==> src/rtl/musa_pkg.sv <==
// Shared definitions for the sequencer: branch codes, default address width
// and the run/halt state encoding.
package musa_pkg;

    localparam int ADDR_W_DEFAULT = 16;

    localparam logic [2:0] BR_SEQ  = 3'b000;
    localparam logic [2:0] BR_JR   = 3'b001;
    localparam logic [2:0] BR_CALL = 3'b010;
    localparam logic [2:0] BR_HALT = 3'b011;
    localparam logic [2:0] BR_JPC  = 3'b100;

    typedef enum logic {
        RUN    = 1'b0,
        HALTED = 1'b1
    } seq_state_e;

endpackage

==> src/rtl/pc_sequencer_if.sv <==
// Control-unit to sequencer bundle: commit/branch controls in, fetch address
// and sequencer status out.
interface pc_sequencer_if #(
    parameter int ADDR_W = 16,
    parameter int LVL_W  = 4
);
    logic              write_pc;
    logic [2:0]        branch;
    logic              push;
    logic              pop;
    logic              add_pc;
    logic              brfl_control;
    logic              flag;
    logic [ADDR_W-1:0] reg_target;
    logic [ADDR_W-1:0] imm_target;
    logic [ADDR_W-1:0] rel_offset;
    logic [ADDR_W-1:0] pc;
    logic              halted;
    logic              stack_overflow;
    logic              stack_underflow;
    logic [LVL_W-1:0]  stack_level;

    modport master (
        output write_pc, branch, push, pop, add_pc, brfl_control, flag,
               reg_target, imm_target, rel_offset,
        input  pc, halted, stack_overflow, stack_underflow, stack_level
    );

    modport slave (
        input  write_pc, branch, push, pop, add_pc, brfl_control, flag,
               reg_target, imm_target, rel_offset,
        output pc, halted, stack_overflow, stack_underflow, stack_level
    );
endinterface

==> src/rtl/pc_sequencer_return_stack.sv <==
// Return-address LIFO. Reports full/empty only; the owner decides what an
// illegal push or pop means. A push with pop is treated as a push.
module return_stack #(
    parameter int DATA_W = 16,
    parameter int DEPTH  = 8
) (
    input  logic                       clk,
    input  logic                       rst,
    input  logic                       push_i,
    input  logic                       pop_i,
    input  logic [DATA_W-1:0]          wdata_i,
    output logic [DATA_W-1:0]          top_o,
    output logic [$clog2(DEPTH):0]     level_o,
    output logic                       full_o,
    output logic                       empty_o
);
    localparam int PTR_W = $clog2(DEPTH);
    localparam int LVL_W = PTR_W + 1;

    logic [DATA_W-1:0] mem_q [DEPTH];
    logic [LVL_W-1:0]  level_q, level_d;
    logic [PTR_W-1:0]  wr_idx, top_idx;
    logic              do_push, do_pop;

    assign full_o  = (level_q == LVL_W'(DEPTH));
    assign empty_o = (level_q == '0);
    assign level_o = level_q;

    assign do_push = push_i && !full_o;
    assign do_pop  = pop_i && !push_i && !empty_o;

    assign wr_idx  = level_q[PTR_W-1:0];
    assign top_idx = PTR_W'(level_q - 1'b1);
    assign top_o   = mem_q[top_idx];

    always_comb begin
        level_d = level_q;
        if (do_push) begin
            level_d = level_q + 1'b1;
        end else if (do_pop) begin
            level_d = level_q - 1'b1;
        end
    end

    always_ff @(posedge clk) begin
        if (rst) begin
            level_q <= '0;
        end else begin
            level_q <= level_d;
        end
    end

    // Storage carries no reset; only the level decides which entries are live.
    always_ff @(posedge clk) begin
        if (do_push) begin
            mem_q[wr_idx] <= wdata_i;
        end
    end

endmodule

==> src/rtl/pc_sequencer.sv <==
// Program-counter sequencer: picks the next fetch address on each commit,
// drives the return stack for call/ret and latches halt/stack faults.
module pc_sequencer
    import musa_pkg::*;
#(
    parameter int ADDR_W      = ADDR_W_DEFAULT,
    parameter int STACK_DEPTH = 8,
    parameter int RESET_PC    = 0
) (
    input  logic           clk,
    input  logic           rst,
    pc_sequencer_if.slave  bus
);
    localparam int LVL_W = $clog2(STACK_DEPTH) + 1;

    seq_state_e        state_q, state_d;
    logic [ADDR_W-1:0] pc_q, pc_d;
    logic              ovf_q, ovf_d;
    logic              unf_q, unf_d;

    logic              stk_push, stk_pop;
    logic [ADDR_W-1:0] stk_top;
    logic [LVL_W-1:0]  stk_level;
    logic              stk_full, stk_empty;

    function automatic logic [ADDR_W-1:0] pc_inc(input logic [ADDR_W-1:0] base);
        return base + ADDR_W'(1);
    endfunction

    // Offset is two's complement; the modulo-2^ADDR_W sum gives the wrap.
    function automatic logic [ADDR_W-1:0] pc_rel(input logic [ADDR_W-1:0] base,
                                                input logic signed [ADDR_W-1:0] off);
        return base + $unsigned(off);
    endfunction

    return_stack #(
        .DATA_W (ADDR_W),
        .DEPTH  (STACK_DEPTH)
    ) u_stack (
        .clk     (clk),
        .rst     (rst),
        .push_i  (stk_push),
        .pop_i   (stk_pop),
        .wdata_i (pc_q),
        .top_o   (stk_top),
        .level_o (stk_level),
        .full_o  (stk_full),
        .empty_o (stk_empty)
    );

    always_comb begin
        state_d  = state_q;
        pc_d     = pc_q;
        ovf_d    = ovf_q;
        unf_d    = unf_q;
        stk_push = 1'b0;
        stk_pop  = 1'b0;

        if (state_q == RUN && bus.write_pc) begin
            if (bus.push && stk_full) begin
                // Overflowing call is suppressed entirely, including its jump.
                ovf_d   = 1'b1;
                state_d = HALTED;
            end else begin
                stk_push = bus.push;
                if (bus.pop && !bus.push) begin
                    if (stk_empty) begin
                        unf_d   = 1'b1;
                        state_d = HALTED;
                    end else begin
                        pc_d    = bus.add_pc ? pc_inc(stk_top) : stk_top;
                        stk_pop = 1'b1;
                    end
                end else if (bus.brfl_control) begin
                    pc_d = bus.flag ? bus.imm_target : pc_inc(pc_q);
                end else begin
                    case (bus.branch)
                        BR_HALT: state_d = HALTED;
                        BR_JR:   pc_d    = bus.reg_target;
                        BR_CALL: pc_d    = bus.imm_target;
                        BR_JPC:  pc_d    = pc_rel(pc_q, bus.rel_offset);
                        default: pc_d    = pc_inc(pc_q);
                    endcase
                end
            end
        end
    end

    always_ff @(posedge clk) begin
        if (rst) begin
            state_q <= RUN;
            pc_q    <= ADDR_W'(RESET_PC);
            ovf_q   <= 1'b0;
            unf_q   <= 1'b0;
        end else begin
            state_q <= state_d;
            pc_q    <= pc_d;
            ovf_q   <= ovf_d;
            unf_q   <= unf_d;
        end
    end

    assign bus.pc              = pc_q;
    assign bus.halted          = (state_q == HALTED);
    assign bus.stack_overflow  = ovf_q;
    assign bus.stack_underflow = unf_q;
    assign bus.stack_level     = stk_level;

endmodule

==> src/flat_wrapper.sv <==
// flat-port wrapper written by rule: the top's interface ports become plain ports
module pc_sequencer_flat import musa_pkg::*;
#(
    parameter int ADDR_W      = ADDR_W_DEFAULT,
    parameter int STACK_DEPTH = 8,
    parameter int RESET_PC    = 0
)
  (clk, rst, bus_write_pc, bus_branch, bus_push, bus_pop, bus_add_pc, bus_brfl_control, bus_flag, bus_reg_target, bus_imm_target, bus_rel_offset, bus_pc, bus_halted, bus_stack_overflow, bus_stack_underflow, bus_stack_level);
  pc_sequencer_if #(.ADDR_W(ADDR_W), .LVL_W((4))) bus_i ();
  input  logic clk;
  input  logic rst;
  input wire logic [$bits(bus_i.write_pc)-1:0] bus_write_pc;
  input wire logic [$bits(bus_i.branch)-1:0] bus_branch;
  input wire logic [$bits(bus_i.push)-1:0] bus_push;
  input wire logic [$bits(bus_i.pop)-1:0] bus_pop;
  input wire logic [$bits(bus_i.add_pc)-1:0] bus_add_pc;
  input wire logic [$bits(bus_i.brfl_control)-1:0] bus_brfl_control;
  input wire logic [$bits(bus_i.flag)-1:0] bus_flag;
  input wire logic [$bits(bus_i.reg_target)-1:0] bus_reg_target;
  input wire logic [$bits(bus_i.imm_target)-1:0] bus_imm_target;
  input wire logic [$bits(bus_i.rel_offset)-1:0] bus_rel_offset;
  output wire logic [$bits(bus_i.pc)-1:0] bus_pc;
  output wire logic [$bits(bus_i.halted)-1:0] bus_halted;
  output wire logic [$bits(bus_i.stack_overflow)-1:0] bus_stack_overflow;
  output wire logic [$bits(bus_i.stack_underflow)-1:0] bus_stack_underflow;
  output wire logic [$bits(bus_i.stack_level)-1:0] bus_stack_level;
  assign bus_i.write_pc = bus_write_pc;
  assign bus_i.branch = bus_branch;
  assign bus_i.push = bus_push;
  assign bus_i.pop = bus_pop;
  assign bus_i.add_pc = bus_add_pc;
  assign bus_i.brfl_control = bus_brfl_control;
  assign bus_i.flag = bus_flag;
  assign bus_i.reg_target = bus_reg_target;
  assign bus_i.imm_target = bus_imm_target;
  assign bus_i.rel_offset = bus_rel_offset;
  assign bus_pc = bus_i.pc;
  assign bus_halted = bus_i.halted;
  assign bus_stack_overflow = bus_i.stack_overflow;
  assign bus_stack_underflow = bus_i.stack_underflow;
  assign bus_stack_level = bus_i.stack_level;
  pc_sequencer #(.ADDR_W(ADDR_W), .STACK_DEPTH(STACK_DEPTH), .RESET_PC(RESET_PC)) u_core (.clk(clk), .rst(rst), .bus(bus_i));
endmodule
==> config.mk <==
export PLATFORM = sky130hd
export DESIGN_NAME = pc_sequencer_flat
export DESIGN_NICKNAME = d
export VERILOG_FILES = /design/src/rtl/musa_pkg.sv /design/src/rtl/pc_sequencer_if.sv /design/src/rtl/pc_sequencer_return_stack.sv /design/src/rtl/pc_sequencer.sv /design/src/flat_wrapper.sv
export SDC_FILE = /design/constraint.sdc
export NUM_CORES = 1
export LEC_CHECK = 0
export ABC_AREA = 1
export CAP_MARGIN = 10
export CELL_PAD_IN_SITES_DETAIL_PLACEMENT = 0
export CELL_PAD_IN_SITES_GLOBAL_PLACEMENT = 1
export CORE_UTILIZATION = 45
export CTS_CLUSTER_SIZE = 8
export DETAILED_ROUTE_END_ITERATION = 10
export PLACE_DENSITY = 0.8
export SYNTH_ARGS = -nofsm -noshare
export SYNTH_HDL_FRONTEND = slang
export SYNTH_HIERARCHICAL = 1
export SYNTH_SLANG_ARGS = --single-unit
==> constraint.sdc <==
create_clock -name clk -period 8.9 [get_ports clk]
set_clock_uncertainty 0.2 [all_clocks]
set_input_delay 1.335 -clock clk [delete_from_list [all_inputs] [get_ports clk]]
set_output_delay 1.335 -clock clk [all_outputs]
set_load 0.05 [all_outputs]
==> run_results.csv, run 1 <==
group,metric,value,unit
outcome,outcome,"completed",
route,drc_viols,0,
cells_and_area,largest-register,"u_core/u_stack/mem_q",
grt,grt_first_pass_wirelength,39.97,mm
sta,timing_worst_slew_pin_value,899.2,ps
placed_design,place_worst_setup_slack,4536,ps
setup_path,end_kind,"flip-flop",
cells_and_area,largest_register_ff_count,128,
route,viasPerCell,5.268,
clocking,tritoncts.num_buffers,17,
yosys,post-synth-top-area-cell,"sky130_fd_sc_hd__edfxtp_1",
clocking,cts.reportedPaths.clkPinSlew,60,ps
clocking,clk_path_buf_depth,2,
sta,timing.final.setup_violations,0,
die,io_pins,82,
power_and_ir_drop,clock_net_power,643,uW
grt,overflow,0,
power_and_ir_drop,netSwitchingFraction,0.3298,
sta,final_hold_viol_count,0,
yosys,yosysTopAreaCellShare,0.4386,
die,chip_area,20040,sq um
clocking,cts_hold_buf,0,
yosys,ys_seq_elements,151,
route,detail_route.wl_per_cell,17.94,um
yosys,synth_top_flop_cell,"sky130_fd_sc_hd__edfxtp_1",
clocking,clkSinkCount,151,
setup_path,cp_max_fo,75,
power_and_ir_drop,pwr-share-comb,0.264,
grt,grt_start_max_net_pins,76,
power_and_ir_drop,sequentialPower,838,uW
power_and_ir_drop,ir_drop,0.1310,mV
setup_path,cp_slowest_stage_delay,600,ps
setup_path,worst-endpoint-arrival,4470,ps
power_and_ir_drop,part_of_the_total_power_dissipated_in_sequential_elements,0.416,
grt,met1_usage,0.3359,
power_and_ir_drop,power.leakage,4.184,nW
sta,achievable-frequency,227.9,MHz
route,vias,7481,
clocking,ctsRootBufferMaster,"sky130_fd_sc_hd__clkbuf_16",
power_and_ir_drop,power_top_consumer,"registers",
power_and_ir_drop,power.internal,1.350,mW
cells_and_area,mostFrequentLayoutCells,"sky130_fd_sc_hd__nand2_1 (261), sky130_fd_sc_hd__nor2_1 (155), sky130_fd_sc_hd__edfxtp_1 (128), sky130_fd_sc_hd__inv_1 (104), sky130_fd_sc_hd__o21ai_0 (104)",
power_and_ir_drop,power.share.clock,0.319,
setup_path,startpoint_type,"flip-flop",
sta,grt_setup_unrepaired,"no",
power_and_ir_drop,power.switching,664.1,uW
yosys,syn_area,8763,sq um
die,die_span_in_x,141.6,um
yosys,floorplan.nets,1159,
yosys,yosys_warnings,6,
yosys,netlist_instances,1080,
run 1: cell type report:
cell class,count,area (sq um),share of cell area
clock inverters,10,81.33,0.007944
repair buffers,92,893.4,0.08726
well taps,260,325.3,0.03178
clock buffers,21,440.4,0.04302
multi-input cells,774,3759,0.3671
inverters,112,432.9,0.04229
flip-flops and latches,151,4305,0.4206
run 1: worst paths after layout:
kind	from	endpoint	slack [ps]	cells past startpoint
max	u_core/u_stack/level_o[0]$_SDFFE_PP0P_	u_core/bus.pc[9]$_SDFFE_PP0P_	4510	17
min	u_core/bus.stack_overflow$_SDFFE_PP0P_	u_core/bus.stack_overflow$_SDFFE_PP0P_	270	2
min reg2reg	u_core/bus.stack_overflow$_SDFFE_PP0P_	u_core/bus.stack_overflow$_SDFFE_PP0P_	270	2
max reg2reg	u_core/u_stack/level_o[0]$_SDFFE_PP0P_	u_core/bus.pc[9]$_SDFFE_PP0P_	4510	17
run 1: stage by stage:
step	hold slack, ps	utilization	cell area (sq um)	instances
finish	270.3	0.5419	10240	1420
global route	300.7	0.5419	10240	1420
CTS	276.8	0.5419	10240	1420
detailed placement	262.4	0.5142	9716	1389
global placement	254.0	0.5142	9716	1389
floorplan	497.5	-	8763	1080
run 1: per-layer routing:
layer | up-vias | part of all wire
met1 | 3447 | 0.43
met3 | 40 | 0.054
met2 | 241 | 0.49
met5 | - | 0
met4 | 0 | 0.026
li1 | 3753 | -
run 1: cell families (layout without fill, tap and decap cells):
group                      count (synthesis)  count (layout)  synth area share
buffers and inverters                    155             235           0.08252
and+or+nand+nor                          534             534            0.2563
DFF                                      151             151            0.4911
xor gates and xnor gates                  17              17           0.01699
AOI/OAI and AO/OA                        203             203            0.1236
adders and majority gates                 20              20           0.02941
Figure 1. Logic cells by family (run 1).
Bar = 50 um.
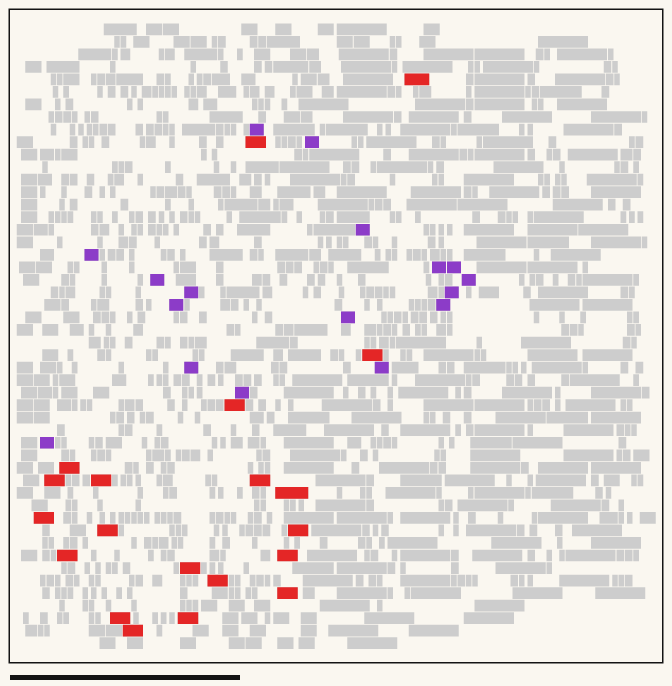
Key: red = adder and majority cells [cells 20]; purple = XOR/XNOR gates [cells 17]
Top cell excl fill/tap: sky130_fd_sc_hd__nand2_1
number of standard cells in the layout, taps in and fillers out: 1420
fraction of standard cell area in multi-input logic: 0.3671

Figure 2. Cell classes on the final placement (run 1).
Bar = 50 um.
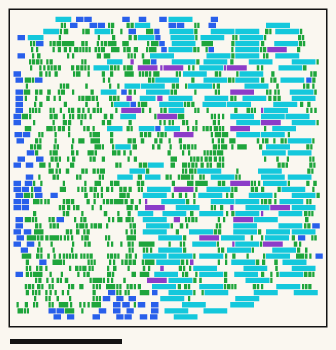
Key: green = combinational and other logic [cells 886, share of their area 42%]; blue = other buffers and delay cells [cells 92, share of their area 9.0%]; purple = clock drivers and dummy loads [cells 31, share of their area 5.3%]; cyan = flops [cells 151, share of their area 43%]
post-layout util: 0.5419
Row Count: 50
post-route cell area: 10240 sq um

Figure 3. Cells by drive strength (run 1).
Bar = 50 um.
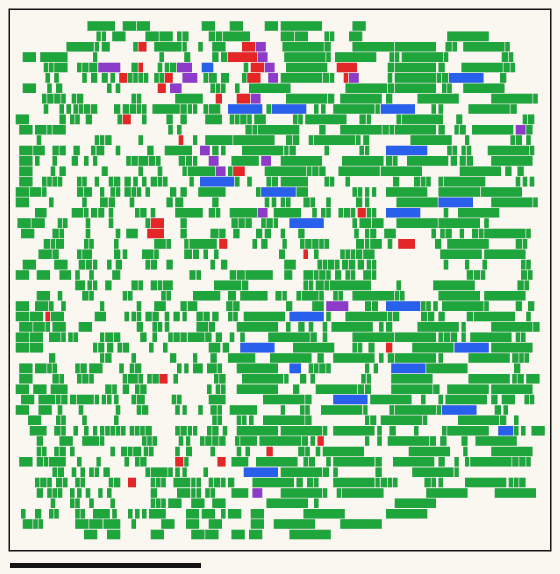
Key: blue = _6 and larger [cells 21, share 1.8%, most used clkbuf_16]; purple = _3 and _4 cells [cells 18, share 1.6%, most used buf_4]; green = _0 and _1 cells [cells 1091, share 94%, most used nand2_1]; red = _2 cells [cells 30, share 2.6%, most used or2_2]
count of plain and timing-repair buffers: 92
area added between synthesis and finish: 16.82%
worst setup margin: 4512 ps

Figure 4. Sequential cells coloured by netlist name (run 1).
Bar = 50 um.
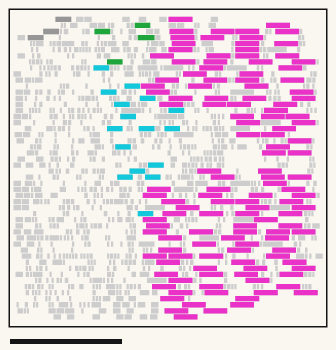

==> run 1 -> run 2 <==
--- a/config.mk
+++ b/config.mk
@@ -9,10 +9,10 @@
 export CAP_MARGIN = 10
 export CELL_PAD_IN_SITES_DETAIL_PLACEMENT = 0
 export CELL_PAD_IN_SITES_GLOBAL_PLACEMENT = 1
-export CORE_UTILIZATION = 45
+export CORE_UTILIZATION = 39
 export CTS_CLUSTER_SIZE = 8
 export DETAILED_ROUTE_END_ITERATION = 10
-export PLACE_DENSITY = 0.8
+export PLACE_DENSITY = 0.73
 export SYNTH_ARGS = -nofsm -noshare
 export SYNTH_HDL_FRONTEND = slang
 export SYNTH_HIERARCHICAL = 1
==> constraint.sdc (replaced) <==
create_clock -name clk -period 3.94 [get_ports clk]
set_clock_uncertainty 0.2 [all_clocks]
set_input_delay 0.591 -clock clk [delete_from_list [all_inputs] [get_ports clk]]
set_output_delay 0.591 -clock clk [all_outputs]
set_load 0.05 [all_outputs]
Figure 5. Sequential cells coloured by netlist name (run 2).
Bar = 50 um.
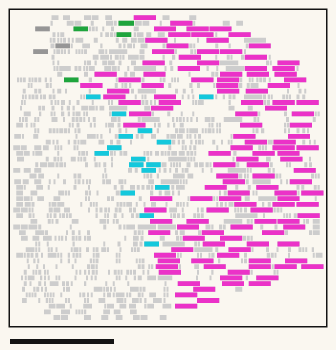
Key: magenta = `u_core/u_stack/mem_q` [placed flops 128]; cyan = `u_core/bus.pc` [placed flops 16, where centre]; green = `u_core/u_stack/level_o` [placed flops 4]
Another 3 sequential cells are not coloured.
sequential cell area share: 0.4112
power dissipated in sequential cells: 1.88 mW
sequential cell area: 4305 sq um

==> run 2 against run 1 <==
The flow now finishes with violations (DRC); synthesized cell count stayed put; critical path depth is 1 lower; combinational power grew 130%; fmax grew 27%; wire length up 1.3%; die area increased by 15%; critical path type unchanged; critical endpoint is now u_core/bus.pc[14]$_SDFFE_PP0P_; largest cell class unchanged; highest routed layer unchanged.
==> run_results.csv, run 2 <==
group,metric,value,unit
die,io_pins,82,
route,vias,7591,
yosys,yosysTopAreaCellShare,0.4386,
clocking,cts_resized,0,
setup_path,cp_max_fo,22,
sta,timing_worst_slew_pin_value,858.4,ps
power_and_ir_drop,part_of_the_total_power_dissipated_in_sequential_elements,0.389,
die,row_count,54,
clocking,clk_path_buf_depth,2,
yosys,ys_seq_elements,151,
grt,grt_first_pass_wirelength,41.47,mm
yosys,syn_area,8763,sq um
cells_and_area,final_layout_top_logic_cell,"sky130_fd_sc_hd__nand2_1",
sta,timing.hold.ws,292.7,ps
grt,grt_start_max_net_pins,75,
die,chip_area,23070,sq um
sta,final_hold_viol_count,0,
route,drc_viols,2,
yosys,synth_simple_gate_area_share,0.2563,
outcome,violations,"DRC",
clocking,cts_hold_buf,0,
cells_and_area,mostFrequentLayoutCells,"sky130_fd_sc_hd__nand2_1 (261), sky130_fd_sc_hd__nor2_1 (155), sky130_fd_sc_hd__edfxtp_1 (128), sky130_fd_sc_hd__inv_1 (104), sky130_fd_sc_hd__o21ai_0 (104)",
setup_path,worst-endpoint-arrival,3570,ps
power_and_ir_drop,ir_drop,0.2345,mV
setup_path,cp_slowest_stage_delay,630,ps
yosys,yosys-dominant-comb-family,"simple AND/OR/NAND/NOR gates",
setup_path,r2r_cells,16,
hold_path,min_delay_path_depth,2,
yosys,floorplan.nets,1159,
cells_and_area,largest-register,"u_core/u_stack/mem_q",
power_and_ir_drop,power_top_consumer,"registers",
yosys,xor_share,0.01699,
power_and_ir_drop,power.share.clock,0.358,
setup_path,startpoint,"u_core/u_stack/level_o[1]$_SDFFE_PP0P_",
setup_path,end_kind,"flip-flop",
cells_and_area,flow.area_growth_from_synthesis,19.49,%
die,initial_core_util,0.3991,
power_and_ir_drop,pwr-share-comb,0.253,
yosys,yosys_warnings,6,
clocking,cts.reportedPaths.clkPinSlew,70,ps
clocking,tritoncts.num_buffers,17,
power_and_ir_drop,clock_net_power,1.73,mW
power_and_ir_drop,power.internal,3.275,mW
power_and_ir_drop,power.switching,1.551,mW
outcome,outcome,"complete, but fails checks",
yosys,netlist_instances,1080,
yosys,post_synth_mux_area_share,0,
sta,achievable-frequency,289.0,MHz
route,detailroute.wirelength.met2,12.36,mm
setup_path,startpoint_type,"flip-flop",
cells_and_area,mi_logic_area,3759,sq um
die,die_span_in_x,151.9,um
power_and_ir_drop,netSwitchingFraction,0.3213,
yosys,compound_area_frac,0.1236,
sta,grt_setup_unrepaired,"no",
grt,overflow,0,
clocking,clkSinkCount,151,
sta,timing.final.setup_violations,0,
placed_design,place_worst_setup_slack,536.4,ps
setup_path,critical_path_cell_count,16,
power_and_ir_drop,power.leakage,4.309,nW
placed_design,place_inst,1423,
setup_path,rr_startpoint,"u_core/u_stack/level_o[1]$_SDFFE_PP0P_",
hold_path,worst_hold_startpoint,"u_core/bus.halted$_SDFFE_PP0P_",
Figure 6. Routing congestion map (run 2).
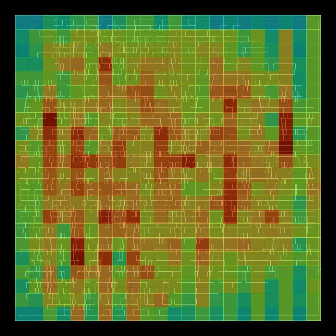
global-route track usage on met1: 0.3028
post-layout util: 0.4769
global-route usage over all layers: 0.2340
per-cell routed wire length: 17.74 um

-- run 2: cell types whose count changed in the layout (fill, tap and decap cells not counted) --
cell / before / now
sky130_fd_sc_hd__clkbuf_1: 4 / 0
sky130_fd_sc_hd__inv_6: 2 / 4
sky130_fd_sc_hd__bufinv_16: 1 / 4
sky130_fd_sc_hd__clkinv_2: 4 / 3
sky130_fd_sc_hd__inv_8: 1 / 2
sky130_fd_sc_hd__clkinv_1: 3 / 2
sky130_fd_sc_hd__clkinv_4: 0 / 1
sky130_fd_sc_hd__buf_4: 11 / 25
-- run 2: area by class of cell --
cell class,instances,share of cell area
flip-flops and latches,151,0.4112
multi-input cells,774,0.3589
repair buffers,106,0.09535
inverters,112,0.04134
clock buffers,17,0.04063
well taps,280,0.03346
clock inverters,15,0.01912
-- run 2: worst paths after layout --
check                                   end  slack [ps]
max          u_core/bus.pc[14]$_SDFFE_PP0P_         480
min          u_core/bus.halted$_SDFFE_PP0P_         290
max reg2reg  u_core/bus.pc[14]$_SDFFE_PP0P_         480
min reg2reg  u_core/bus.halted$_SDFFE_PP0P_         290
-- run 2: stage by stage --
stage | power (mW) | setup TNS [ps] | cell area [sq um]
6_report | 4.826 | 0 | 10470
5_1_grt | 5.072 | 0 | 10470
4_1_cts | 4.854 | 0 | 10470
3_5_place_dp | 3.133 | 0 | 9846
3_3_place_gp | 3.130 | 0 | 9846
2_1_floorplan | 2.741 | -2016 | 8763
-- run 2: kinds of logic after synthesis --
| group | Yosys count |
|---|---|
| XOR/XNOR | 17 |
| AND-OR/OR-AND | 203 |
| buffers and inverters | 155 |
| flip-flops | 151 |
| AND/OR/NAND/NOR | 534 |
| adder cells (fa/ha/maj) | 20 |
Figure 7. Cell classes on the final placement (run 2).
Bar = 50 um.
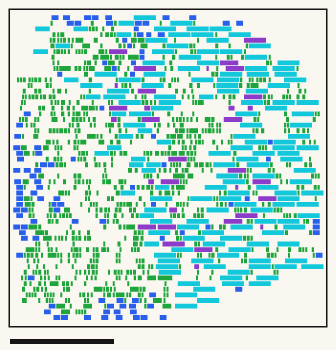

==> run 2 -> run 3 <==
--- a/config.mk
+++ b/config.mk
@@ -13,6 +13,7 @@
 export CTS_CLUSTER_SIZE = 8
 export DETAILED_ROUTE_END_ITERATION = 10
 export PLACE_DENSITY = 0.73
+export RECOVER_POWER = 100
 export SYNTH_ARGS = -nofsm -noshare
 export SYNTH_HDL_FRONTEND = slang
 export SYNTH_HIERARCHICAL = 1
Figure 8. Cell classes on the final placement (run 3).
Bar = 50 um.
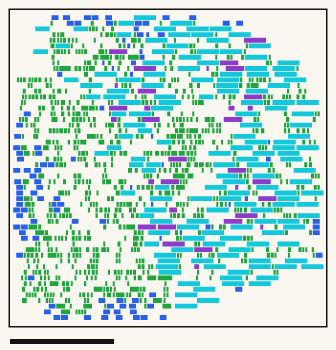
Key: purple = clock drivers and dummy loads [cells 32, share of their area 6.2%]; cyan = flops [cells 151, share of their area 43%]; green = combinational and other logic [cells 886, share of their area 41%]; blue = other buffers and delay cells [cells 106, share of their area 9.4%]
sequential cell area share: 0.4148
Row Count: 54
area of the core region: 21960 sq um
post-layout util: 0.4727

==> run 3 against run 2 <==
The flow still finishes with violations (DRC); final cell count did not move; wire length rose by 0.63%; sequential share of layout area rose by 0.37 points; first-iteration DRC count fell by 6.7%.
==> run_results.csv, run 3 <==
group,metric,value,unit
grt,overflow,0,
cells_and_area,final_layout_top_logic_cell,"sky130_fd_sc_hd__nand2_1",
outcome,outcome,"complete, but fails checks",
clocking,tritoncts.num_buffers,17,
grt,track_usage,0.2340,
clocking,cts_hold_buf,0,
clocking,clk_path_buf_depth,2,
power_and_ir_drop,finalPower,4.805,mW
clocking,clkSinkCount,151,
yosys,netlist_instances,1080,
cells_and_area,flow.area_growth_from_synthesis,18.43,%
route,drc_viols,2,
power_and_ir_drop,ir_drop,0.2338,mV
yosys,yosysTopAreaCellShare,0.4386,
die,die_span_in_x,151.9,um
setup_path,rrSetupSlack,410,ps
outcome,violations,"DRC",
cells_and_area,largest-register,"u_core/u_stack/mem_q",
cells_and_area,mostFrequentLayoutCells,"sky130_fd_sc_hd__nand2_1 (264), sky130_fd_sc_hd__nor2_1 (156), sky130_fd_sc_hd__edfxtp_1 (128), sky130_fd_sc_hd__inv_1 (105), sky130_fd_sc_hd__o21ai_0 (104)",
sta,final_hold_viol_count,0,
yosys,floorplan.nets,1159,
clocking,cts.reportedPaths.clkPinSlew,70,ps
setup_path,cp_max_fo,16,
placed_design,place_worst_setup_slack,536.4,ps
placed_design,dpl_cell_area,9846,sq um
grt,grt_first_pass_wirelength,41.47,mm
power_and_ir_drop,power.leakage,4.318,nW
die,chip_area,23070,sq um
yosys,yosys_warnings,6,
setup_path,end_kind,"flip-flop",
setup_path,cp_slowest_stage_delay,900,ps
hold_path,min_to,"u_core/bus.halted$_SDFFE_PP0P_",
setup_path,crit-reg2reg-capture,"u_core/u_stack/mem_q[0][0]$_DFFE_PP_",
sta,final.setup.tns,0,ps
sta,timing.final.setup_violations,0,
cells_and_area,post-route-cell-area,10380,sq um
sta,timing.hold.ws,288.3,ps
Figure 9. Routing congestion map (run 3).
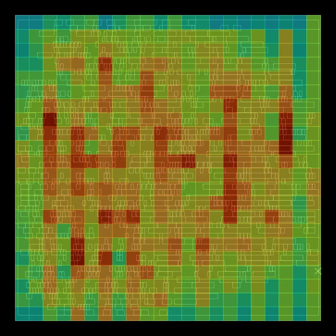
met3 Use GR: 0.03594
met2 track utilization from global routing: 0.3964
per-cell routed wire length: 17.85 um

[run 3: cell counts after synthesis]
No cell type changed its count.
[run 3: layout make-up]
type                            instances  area, sq um  area share
Sequential cell                       151         4305      0.4148
Multi-Input combinational cell        774         3719      0.3583
Timing Repair Buffer                  106        945.9     0.09114
Inverter                              112        432.9     0.04171
Clock buffer                           17        425.4     0.04099
Tap cell                              280        350.3     0.03376
Clock inverter                         15        200.2     0.01929
[run 3: logic make-up (layout without fill, tap and decap cells)]
group | after synthesis | in the layout | synth area share
flip-flops | 151 | 151 | 0.4911
AND-OR/OR-AND | 203 | 203 | 0.1236
XOR/XNOR | 17 | 17 | 0.01699
AND/OR/NAND/NOR | 534 | 534 | 0.2563
adder cells (fa/ha/maj) | 20 | 20 | 0.02941
buffers and inverters | 155 | 250 | 0.08252
[run 3: worst max-delay path by stage]
stage          slack [ps]                              endpoint  depth (start not counted)
3_5_place_dp          540        u_core/bus.pc[14]$_SDFFE_PP0P_                         16
4_1_cts               510        u_core/bus.pc[14]$_SDFFE_PP0P_                         16
3_3_place_gp          580        u_core/bus.pc[14]$_SDFFE_PP0P_                         16
2_1_floorplan         -30  u_core/u_stack/mem_q[0][0]$_DFFE_PP_                         10
6_report              410  u_core/u_stack/mem_q[0][0]$_DFFE_PP_                          8
5_1_grt                50         u_core/bus.pc[9]$_SDFFE_PP0P_                         16
[run 3: routing by layer]
metal / track usage / part of all wire / vias to the layer above
li1: - / - / 3794
met1: 0.3028 / 0.45 / 3617
met2: 0.3964 / 0.48 / 203
met3: 0.03594 / 0.050 / 38
met4: 0.08649 / 0.025 / 0
met5: 0 / 0 / -
[run 3: report_power, final]
| group | internal, mW | switching, mW |
|---|---|---|
| Clock | 1.07 | 0.662 |
| Combinational | 0.382 | 0.816 |
| Sequential | 1.81 | 0.0712 |
Power figures rest on the tool's default switching activity, not on a simulated workload.
